Fig. 1: run 1, routing congestion map
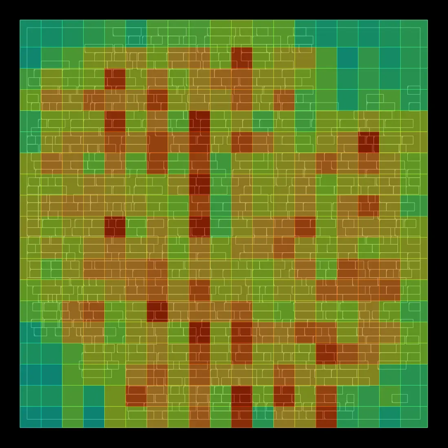
Fig. 2: run 1, logic cells by family
Drawn at 4 px/µm.
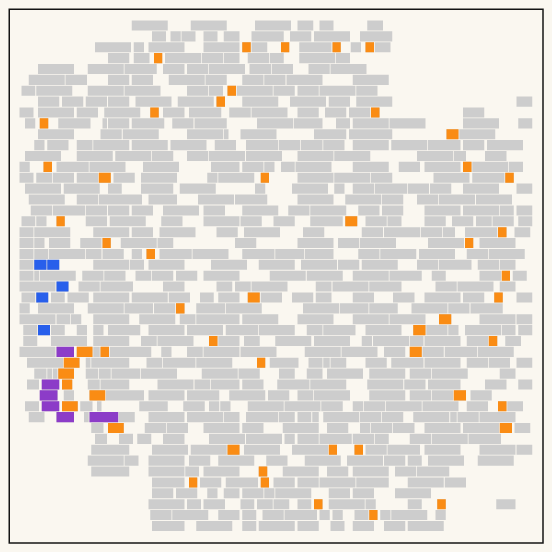
Fig. 3: run 1, metal 4
Drawn at 4 px/µm. Supply wires on this layer in gray.
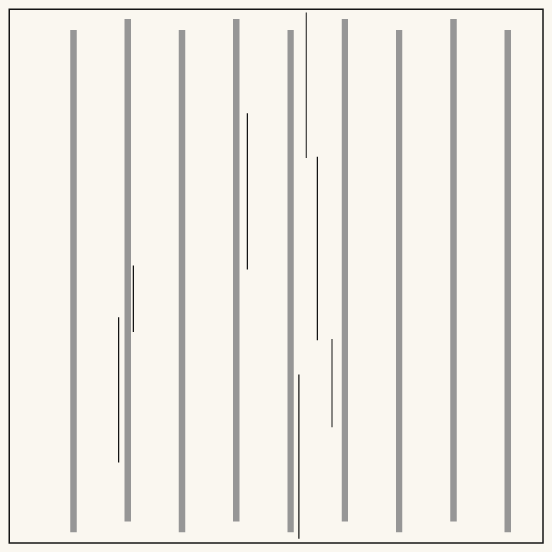
<file path="src/rtl/fpu_result_wb.sv">
// Writeback FIFO behind the FPU exception stage, with sticky IEEE status flags.
// Optional trap reporting is built when FPU_TRAP_EN is defined.
module fpu_result_wb #(
  parameter int BIT_WIDTH = 32,
  parameter int DEPTH     = 4,
  parameter int TAG_WIDTH = 8
) (
  input  logic                       clk,
  input  logic                       rst_n,
  input  logic                       i_valid,
  input  logic [BIT_WIDTH-1:0]       i_result,
  input  logic [4:0]                 i_exception,
  input  logic [TAG_WIDTH-1:0]       i_tag,
  output logic                       o_ready,
  output logic                       o_wb_valid,
  output logic [BIT_WIDTH-1:0]       o_wb_data,
  output logic [4:0]                 o_wb_exception,
  output logic [TAG_WIDTH-1:0]       o_wb_tag,
  input  logic                       i_wb_ready,
  input  logic                       i_flag_clr,
`ifdef FPU_TRAP_EN
  input  logic [4:0]                 i_trap_mask,
  output logic                       o_trap,
  output logic [TAG_WIDTH-1:0]       o_trap_tag,
`endif
  output logic [4:0]                 o_sticky_flags,
  output logic [$clog2(DEPTH):0]     o_count
);

  localparam int PW = $clog2(DEPTH);
  localparam int CW = PW + 1;

  logic [BIT_WIDTH-1:0] data_q [DEPTH];
  logic [4:0]           exc_q  [DEPTH];
  logic [TAG_WIDTH-1:0] tag_q  [DEPTH];
  logic [PW-1:0]        wr_ptr_q, wr_ptr_d;
  logic [PW-1:0]        rd_ptr_q, rd_ptr_d;
  logic [CW-1:0]        count_q, count_d;
  logic [4:0]           flags_q, flags_d;
  logic                 push_s, pop_s, full_s, empty_s, trap_block_s;

`ifdef FPU_TRAP_EN
  logic                 trap_q, trap_d;
  logic [TAG_WIDTH-1:0] trap_tag_q, trap_tag_d;
  assign trap_block_s = trap_q;
  assign o_trap       = trap_q;
  assign o_trap_tag   = trap_tag_q;
`else
  assign trap_block_s = 1'b0;
`endif

  assign full_s  = (count_q == CW'(DEPTH));
  assign empty_s = (count_q == CW'(0));
  assign o_ready = !full_s && !trap_block_s;
  // A pop needs a valid head, so a push into an empty FIFO never pairs with a pop.
  assign push_s  = i_valid && o_ready;
  assign pop_s   = !empty_s && i_wb_ready;

  assign o_wb_valid     = !empty_s;
  assign o_wb_data      = empty_s ? '0 : data_q[rd_ptr_q];
  assign o_wb_exception = empty_s ? 5'b00000 : exc_q[rd_ptr_q];
  assign o_wb_tag       = empty_s ? '0 : tag_q[rd_ptr_q];
  assign o_sticky_flags = flags_q;
  assign o_count        = count_q;

  always_comb begin
    wr_ptr_d = push_s ? wr_ptr_q + PW'(1) : wr_ptr_q;
    rd_ptr_d = pop_s  ? rd_ptr_q + PW'(1) : rd_ptr_q;
    if (push_s && !pop_s) begin
      count_d = count_q + CW'(1);
    end else if (pop_s && !push_s) begin
      count_d = count_q - CW'(1);
    end else begin
      count_d = count_q;
    end
    // Clear takes effect before the accepted push's exceptions are merged in.
    flags_d = i_flag_clr ? 5'b00000 : flags_q;
    if (push_s) begin
      flags_d = flags_d | i_exception;
    end else begin
      flags_d = flags_d;
    end
`ifdef FPU_TRAP_EN
    trap_d     = push_s && ((i_exception & i_trap_mask) != 5'b00000);
    trap_tag_d = trap_d ? i_tag : trap_tag_q;
`endif
  end

  always_ff @(posedge clk or negedge rst_n) begin
    if (!rst_n) begin
      wr_ptr_q <= '0;
      rd_ptr_q <= '0;
      count_q  <= '0;
      flags_q  <= 5'b00000;
      for (int i = 0; i < DEPTH; i++) begin
        data_q[i] <= '0;
        exc_q[i]  <= 5'b00000;
        tag_q[i]  <= '0;
      end
`ifdef FPU_TRAP_EN
      trap_q     <= 1'b0;
      trap_tag_q <= '0;
`endif
    end else begin
      wr_ptr_q <= wr_ptr_d;
      rd_ptr_q <= rd_ptr_d;
      count_q  <= count_d;
      flags_q  <= flags_d;
      if (push_s) begin
        data_q[wr_ptr_q] <= i_result;
        exc_q[wr_ptr_q]  <= i_exception;
        tag_q[wr_ptr_q]  <= i_tag;
      end
`ifdef FPU_TRAP_EN
      trap_q     <= trap_d;
      trap_tag_q <= trap_tag_d;
`endif
    end
  end

endmodule

</file>
<file path="config.mk">
export PLATFORM = sky130hd
export DESIGN_NAME = fpu_result_wb
export DESIGN_NICKNAME = d
export VERILOG_FILES = /design/src/rtl/fpu_result_wb.sv
export SDC_FILE = /design/constraint.sdc
export NUM_CORES = 1
export LEC_CHECK = 0
export CAP_MARGIN = 20
export CORE_MARGIN = 2
export CORE_UTILIZATION = 57
export CTS_CLUSTER_SIZE = 30
export DETAILED_ROUTE_END_ITERATION = 10
export PLACE_DENSITY = 0.89
export SYNTH_ARGS = -nofsm -noshare
export SYNTH_HDL_FRONTEND = slang
export SYNTH_SLANG_ARGS = --single-unit
</file>
<file path="constraint.sdc">
create_clock -name clk -period 2.62 [get_ports clk]
set_clock_uncertainty 0.05 [all_clocks]
set_input_delay 0.524 -clock clk [delete_from_list [all_inputs] [get_ports clk]]
set_output_delay 0.524 -clock clk [all_outputs]
set_load 0.05 [all_outputs]
</file>
==> flow_metrics.py, run 1 <==
# Generated from Yosys and OpenROAD reports
metrics = {
    "global_route": {
        "grt_pass1_wl_um": 32200,
        "grt_use_met1_pct": 32.5,
        "grt_start_max_net_pins": 65,
        "grt-ovfl-total": 0,
        "grt_pass1_vias": 5790,
        "groute.layer.met3.usage_pct": 5.17,
        "grt_use_total_pct": 23.7,
        "initial_antenna_violation_count": 0,
    },
    "floorplan": {
        "core_area_um2": 16400,
        "fp.dieArea_um2": 17700,
        "floorplanUtilization_pct": 57.9,
        "die.size.x_um": 133,
        "floorplan.rows": 47,
        "top_level_ports": 105,
    },
    "worst_setup_path": {
        "timing.reg2reg.worst_path_depth": 8,
        "critPathRequiredTime_ps": 2050,
        "crit_chain": "buf_12 > mux4_2 > and2_1 > buf_6",
        "timing.critical_path.slowest_stage_cell": "sky130_fd_sc_hd__mux4_2",
        "cpPeakStageDelay_ps": 520,
        "startpoint_type": "flip-flop",
        "r2r-end": "o_count[2]$_DFFE_PN0P_",
        "ff2ff_setup_slack_ps": 390,
        "cp_data_arrival_time_ps": 2000,
    },
    "logic_synthesis": {
        "synth.top_cells.by_count": "sky130_fd_sc_hd__dfrtp_1 (192), sky130_fd_sc_hd__mux2_4 (160), sky130_fd_sc_hd__and2_1 (45), sky130_fd_sc_hd__mux4_2 (45), sky130_fd_sc_hd__mux2_2 (22)",
        "ys_seq_share_pct": 50.6,
        "top_area_share_pct": 50.6,
        "ys.warnings.count": 0,
        "synth.area.top_cells": "sky130_fd_sc_hd__dfrtp_1 (51%), sky130_fd_sc_hd__mux2_4 (25%), sky130_fd_sc_hd__mux4_2 (11%)",
        "post-synth-top-count-cell": "sky130_fd_sc_hd__dfrtp_1",
        "postSynthRegisterBits": 192,
        "yosysUniqueCellTypes": 22,
        "synthesis.area_um2": 9500,
        "synth_top_flop_cell": "sky130_fd_sc_hd__dfrtp_1",
        "syn_avg_cell_area_um2": 17.9,
    },
    "cells_and_area": {
        "num-nets-final": 699,
        "layout.cells.most_common_list": "sky130_fd_sc_hd__dfrtp_1 (187), sky130_fd_sc_hd__mux2_4 (160), sky130_fd_sc_hd__clkdlybuf4s50_1 (56)",
        "antennaDiodeCount": 0,
        "drive_above_1_share_pct": 53.5,
        "final_common_cell": "sky130_fd_sc_hd__dfrtp_1",
    },
    "drt": {
        "routed_wirelength_um": 20000,
        "avgViaCountPerCell": 5.72,
        "vias": 5009,
    },
    "clock_network": {
        "clock.latency.late_pin_ps": 430,
        "cts_made_buffers": 17,
        "clk_pin_slew_ps": 70,
        "cts_tree": "built",
        "cts_max_path_buffers": 2,
    },
    "outcome": {
        "outcome": "finished, final reports clean",
    },
    "sta": {
        "clock.fmax_ghz": 0.389,
        "report.final.slew_viol_count": 0,
        "final.min_clock_period_ps": 2570,
        "hold_viol": 0,
        "setup_viol_count_final": 0,
        "setup_repair_after_global_routing_missed_its_margin": "yes",
    },
    "run": {
        "drv_cap": 0,
    },
    "worst_hold_path": {
        "hold_path.class": "input pin to asynchronous set/reset pin",
    },
    "placement": {
        "dp.final_hpwl_um": 12700,
        "place_congestion": 0.750,
        "port-buffer-count": 104,
    },
}
-- Fig. 1 (at the start) --
average wire per standard cell: 22.8 µm
met2 track demand over resource in global routing: 38.9%
busiest metal layer after global routing: met2

-- Fig. 2 (at the start) --
blue -> AND-OR and OR-AND gates  # cells 5, most used a22o_1, where west
orange -> AND and OR gates  # cells 52, most used and2_1, where widely spread
purple -> adder and majority cells  # cells 6, most used ha_1, where south-west

-- Fig. 3 (at the start) --
longest straight run = 45.6 µm
share of all routed wire = 1.2%
main direction = vertical
wire length on this layer = 235 µm
nets with wire on the layer = 5

==> run 1: cells by family (layout without fill, tap and decap cells) <==
family / Yosys count / in the layout / synth area share, %
fa+ha+maj: 6 / 6 / 0.870
compound gates: 5 / 5 / 0.461
simple gates: 55 / 55 / 3.85
buf+inv: 40 / 165 / 5.09
mux: 227 / 227 / 38.6
xor+xnor: 6 / 6 / 0.553
flops: 192 / 192 / 50.6
==> run 1: stage by stage <==
step	worst slack (ps)	instances	cell area [µm²]	hold WS, ps	setup TNS [ps]
floorplan	42.2	531	9500	178	0
global placement	246	841	10600	423	0
detailed placement	173	841	10600	437	0
CTS	-10.1	875	11200	52.5	-15.4
global route	-10.8	876	11300	65.1	-53.3
finish	46.8	876	11300	41.3	0
==> run 1: registers in the layout, indices dropped and copies added (netlist names) <==
register	flops
o_count	3
tag_q	32
data_q	128
exc_q	20
o_sticky_flags	5
wr_ptr_q	2
rd_ptr_q	2
==> run 1: worst max-delay path: cells and delay by family, from the launching register on <==
kind	cells	cell delay [ps]
buffers and inverters	2	350
flip-flops	1	500
multiplexers	1	520
AND/OR/NAND/NOR	1	180
==> run 1: metal layers <==
layer	wire length (µm)	share of wire, %
met1	8700	44
met3	817	4.1
met2	10200	51
met5	0	0
met4	235	1.2
==> run 1: worst max path at each step <==
stage	startpoint	endpoint	slack, ps	cells past startpoint
after global placement	i_valid	o_count[2]$_DFFE_PN0P_	250	8
after CTS	rd_ptr_q[0]$_DFFE_PN0P_	o_wb_exception[2]	-10	4
final	rd_ptr_q[0]$_DFFE_PN0P_	o_wb_data[16]	50	4
after global routing	rd_ptr_q[0]$_DFFE_PN0P_	o_wb_data[11]	-10	4
after detailed placement	i_valid	o_count[2]$_DFFE_PN0P_	170	8
after floorplan	o_count[1]$_DFFE_PN0P_	o_count[1]$_DFFE_PN0P_	40	7
==> run 1: cell type report <==
cell class | instances | area (µm²) | share of cell area (%)
sequential | 192 | 4810 | 42.4
inverter | 4 | 15.0 | 0.132
timing repair buffer | 129 | 1410 | 12.4
tap | 220 | 275 | 2.43
clock buffer | 19 | 433 | 3.82
clock inverter | 13 | 161 | 1.42
multi-input combinational | 299 | 4240 | 37.3
==> run 1: repair_timing <==
action,4_1_cts,5_1_grt
hold buffers,0,0
setup endpoints to repair,46,32
gates resized,9,33
cloned,0,1
setup buffers,2,0
==> inputs of run 2 (changes only) <==
Settings changed: CORE_UTILIZATION 57 to 51, PLACE_DENSITY 0.89 to 0.84.
Clock period 2.62 ns to 2.24 ns, I/O delays scaled along.
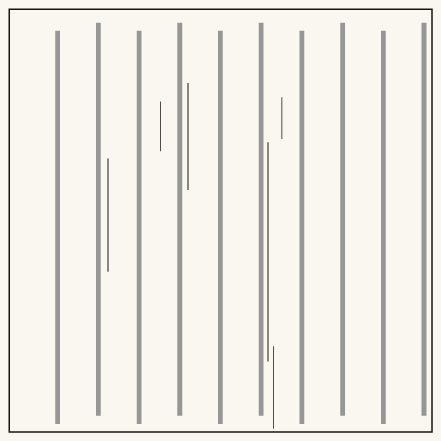
Fig. 4. Metal 4 (run 2).
Drawn at 3 px/µm. Supply wires on this layer in gray.
longest straight run = 72.8 µm
nets with wire on the layer = 4
share of all routed wire = 0.99%
main direction = vertical
wire length on this layer = 203 µm

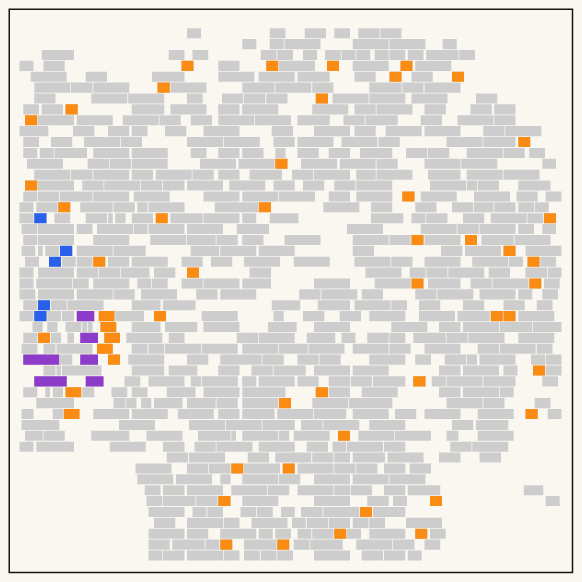
Fig. 5. Logic cells by family (run 2).
Drawn at 4 px/µm.
orange -> AND and OR gates  # cells 52, most used and2_4, where widely spread
blue -> AND-OR and OR-AND gates  # cells 5, most used a22o_1, where west
purple -> adder and majority cells  # cells 6, most used ha_1

==> flow_metrics.py, run 2 <==
# Generated from Yosys and OpenROAD reports
metrics = {
    "outcome": {
        "outcome": "finished, violations left",
        "failed_checks": "setup timing",
    },
    "logic_synthesis": {
        "top_area_share_pct": 50.6,
        "synth.area.top_cells": "sky130_fd_sc_hd__dfrtp_1 (51%), sky130_fd_sc_hd__mux2_4 (25%), sky130_fd_sc_hd__mux4_2 (11%)",
        "ys_seq_share_pct": 50.6,
        "synth_top_flop_cell": "sky130_fd_sc_hd__dfrtp_1",
        "yosysUniqueCellTypes": 22,
        "synth.top_cells.by_count": "sky130_fd_sc_hd__dfrtp_1 (192), sky130_fd_sc_hd__mux2_4 (160), sky130_fd_sc_hd__and2_1 (45), sky130_fd_sc_hd__mux4_2 (45), sky130_fd_sc_hd__mux2_2 (22)",
        "ys.warnings.count": 0,
        "post-synth-top-count-cell": "sky130_fd_sc_hd__dfrtp_1",
        "postSynthRegisterBits": 192,
        "synthesis.area_um2": 9500,
        "syn_avg_cell_area_um2": 17.9,
    },
    "global_route": {
        "grt_start_max_net_pins": 65,
        "grt_use_total_pct": 21.6,
        "grt-ovfl-total": 0,
        "grt_pass1_wl_um": 33000,
        "grt_pass1_vias": 5898,
        "initial_antenna_violation_count": 0,
    },
    "sta": {
        "setup_viol_count_final": 45,
        "worst_case_headroom_to_the_max_slew_limit_pct": 61.5,
        "final.setup.worst_slack_ps": -218,
        "hold_viol": 0,
        "report.final.slew_viol_count": 0,
        "setup_repair_after_global_routing_missed_its_margin": "yes",
        "final.min_clock_period_ps": 2460,
        "finalSetupTns_ps": -8460,
        "clock.fmax_ghz": 0.407,
        "hold_worst_slack_ps": 458,
    },
    "worst_setup_path": {
        "cp_data_arrival_time_ps": 1960,
        "timing.critical_path.slowest_stage_cell": "sky130_fd_sc_hd__mux4_2",
        "startpoint_type": "flip-flop",
        "timing.reg2reg.worst_path_depth": 8,
        "critical_path.max_fanout": 17,
        "critPathRequiredTime_ps": 1740,
        "ff2ff_setup_slack_ps": 50,
        "cpPeakStageDelay_ps": 530,
        "r2r-end": "o_count[2]$_DFFE_PN0P_",
        "crit_chain": "buf_12 > mux4_2 > and2_4 > buf_6",
    },
    "floorplan": {
        "die.size.x_um": 140,
        "top_level_ports": 105,
        "core_area_um2": 18100,
        "floorplan.rows": 49,
        "fp.dieArea_um2": 19700,
        "floorplanUtilization_pct": 52.5,
    },
    "clock_network": {
        "cts_made_buffers": 17,
        "clk_pin_slew_ps": 60,
        "clock.latency.late_pin_ps": 430,
        "cts_max_path_buffers": 2,
        "cts_tree": "built",
    },
    "placement": {
        "port-buffer-count": 104,
        "place_congestion": 0.755,
        "dpl_cell_area_um2": 10700,
        "dp.final_hpwl_um": 12500,
    },
    "drt": {
        "vias": 5041,
        "initialDrtViolationCount": 258,
        "first_pass_detailed_route_iteration_total": 6,
        "routed_wire_length_per_instance_um": 23.1,
        "avgViaCountPerCell": 5.66,
        "routed_wirelength_um": 20500,
    },
    "cells_and_area": {
        "largest_register_ffs": 128,
        "antennaDiodeCount": 0,
        "largest_registers": "data_q x128, tag_q x32, exc_q x20",
        "largest-register": "data_q",
        "layout.cell_area.non_filler_um2": 11700,
        "num-nets-final": 707,
        "final_common_cell": "sky130_fd_sc_hd__dfrtp_1",
        "layout.cells.most_common_list": "sky130_fd_sc_hd__dfrtp_1 (187), sky130_fd_sc_hd__mux2_4 (161), sky130_fd_sc_hd__clkdlybuf4s50_1 (55)",
        "drive_above_1_share_pct": 59.8,
    },
    "worst_hold_path": {
        "hold_path.class": "flip-flop to flip-flop",
        "worstHoldEndpoint": "data_q[63]$_DFFE_PN0P_",
    },
    "run": {
        "drv_cap": 0,
    },
}
run 2: cell counts after synthesis:
Identical to the previous run, type by type.
run 2: logic make-up after synthesis:
kind of cell	synth area share [%]
muxes	38.6
DFF	50.6
and+or+nand+nor	3.85
buffers and inverters	5.09
xor gates and xnor gates	0.553
adders and majority gates	0.870
AOI/OAI and AO/OA	0.461
run 2: how the worst max path moves through the flow:
| stage | cells past startpoint | from | slack (ps) | to |
|---|---|---|---|---|
| after floorplan | 7 | o_count[0]$_DFFE_PN0P_ | -160 | o_count[1]$_DFFE_PN0P_ |
| after global placement | 8 | i_valid | 5 | o_count[2]$_DFFE_PN0P_ |
| after detailed placement | 8 | i_valid | -40 | o_count[2]$_DFFE_PN0P_ |
| after CTS | 4 | rd_ptr_q[0]$_DFFE_PN0P_ | -250 | o_wb_data[15] |
| after global routing | 4 | rd_ptr_q[0]$_DFFE_PN0P_ | -280 | o_wb_exception[2] |
| final | 4 | rd_ptr_q[0]$_DFFE_PN0P_ | -220 | o_wb_tag[4] |
run 2: final cells by class:
cell class | count | area (µm²) | share of cell area, %
clock buffer | 21 | 460 | 3.94
clock inverter | 8 | 130 | 1.11
inverter | 4 | 15.0 | 0.128
sequential | 192 | 4810 | 41.2
timing repair buffer | 137 | 1630 | 13.9
multi-input combinational | 299 | 4350 | 37.2
tap | 229 | 287 | 2.45
run 2: timing repair:
action                                  4_1_cts  5_1_grt
endpoints found under the hold margin        58        0
resized                                      93        9
pin swaps                                     0        6
hold buffers                                  1        0
endpoints found under the setup margin       46       47
setup buffers                                 1        3
cloned                                        0        3
run 2: worst max-delay path, delay by kind of cell (launching register included):
family,cells,cell delay (ps)
flops,1,470
mux,1,530
simple gates,1,180
buf+inv,2,340
run 2: layer usage:
| layer | GRT usage (%) | vias up | wire length, µm |
|---|---|---|---|
| li1 | - | 2157 | - |
| met1 | 29.3 | 2746 | 9060 |
| met2 | 36.1 | 121 | 10300 |
| met3 | 4.72 | 17 | 914 |
| met4 | 4.63 | 0 | 202 |
| met5 | 0 | - | 0 |
run 2: per-stage QoR:
stage          cells  utilization [%]  worst slack, ps
2_1_floorplan    531                -             -160
3_5_place_dp     853             58.9            -42.0
4_1_cts          884             63.9             -253
3_3_place_gp     853             58.9             4.96
6_report         890             64.6             -218
5_1_grt          890             64.6             -276
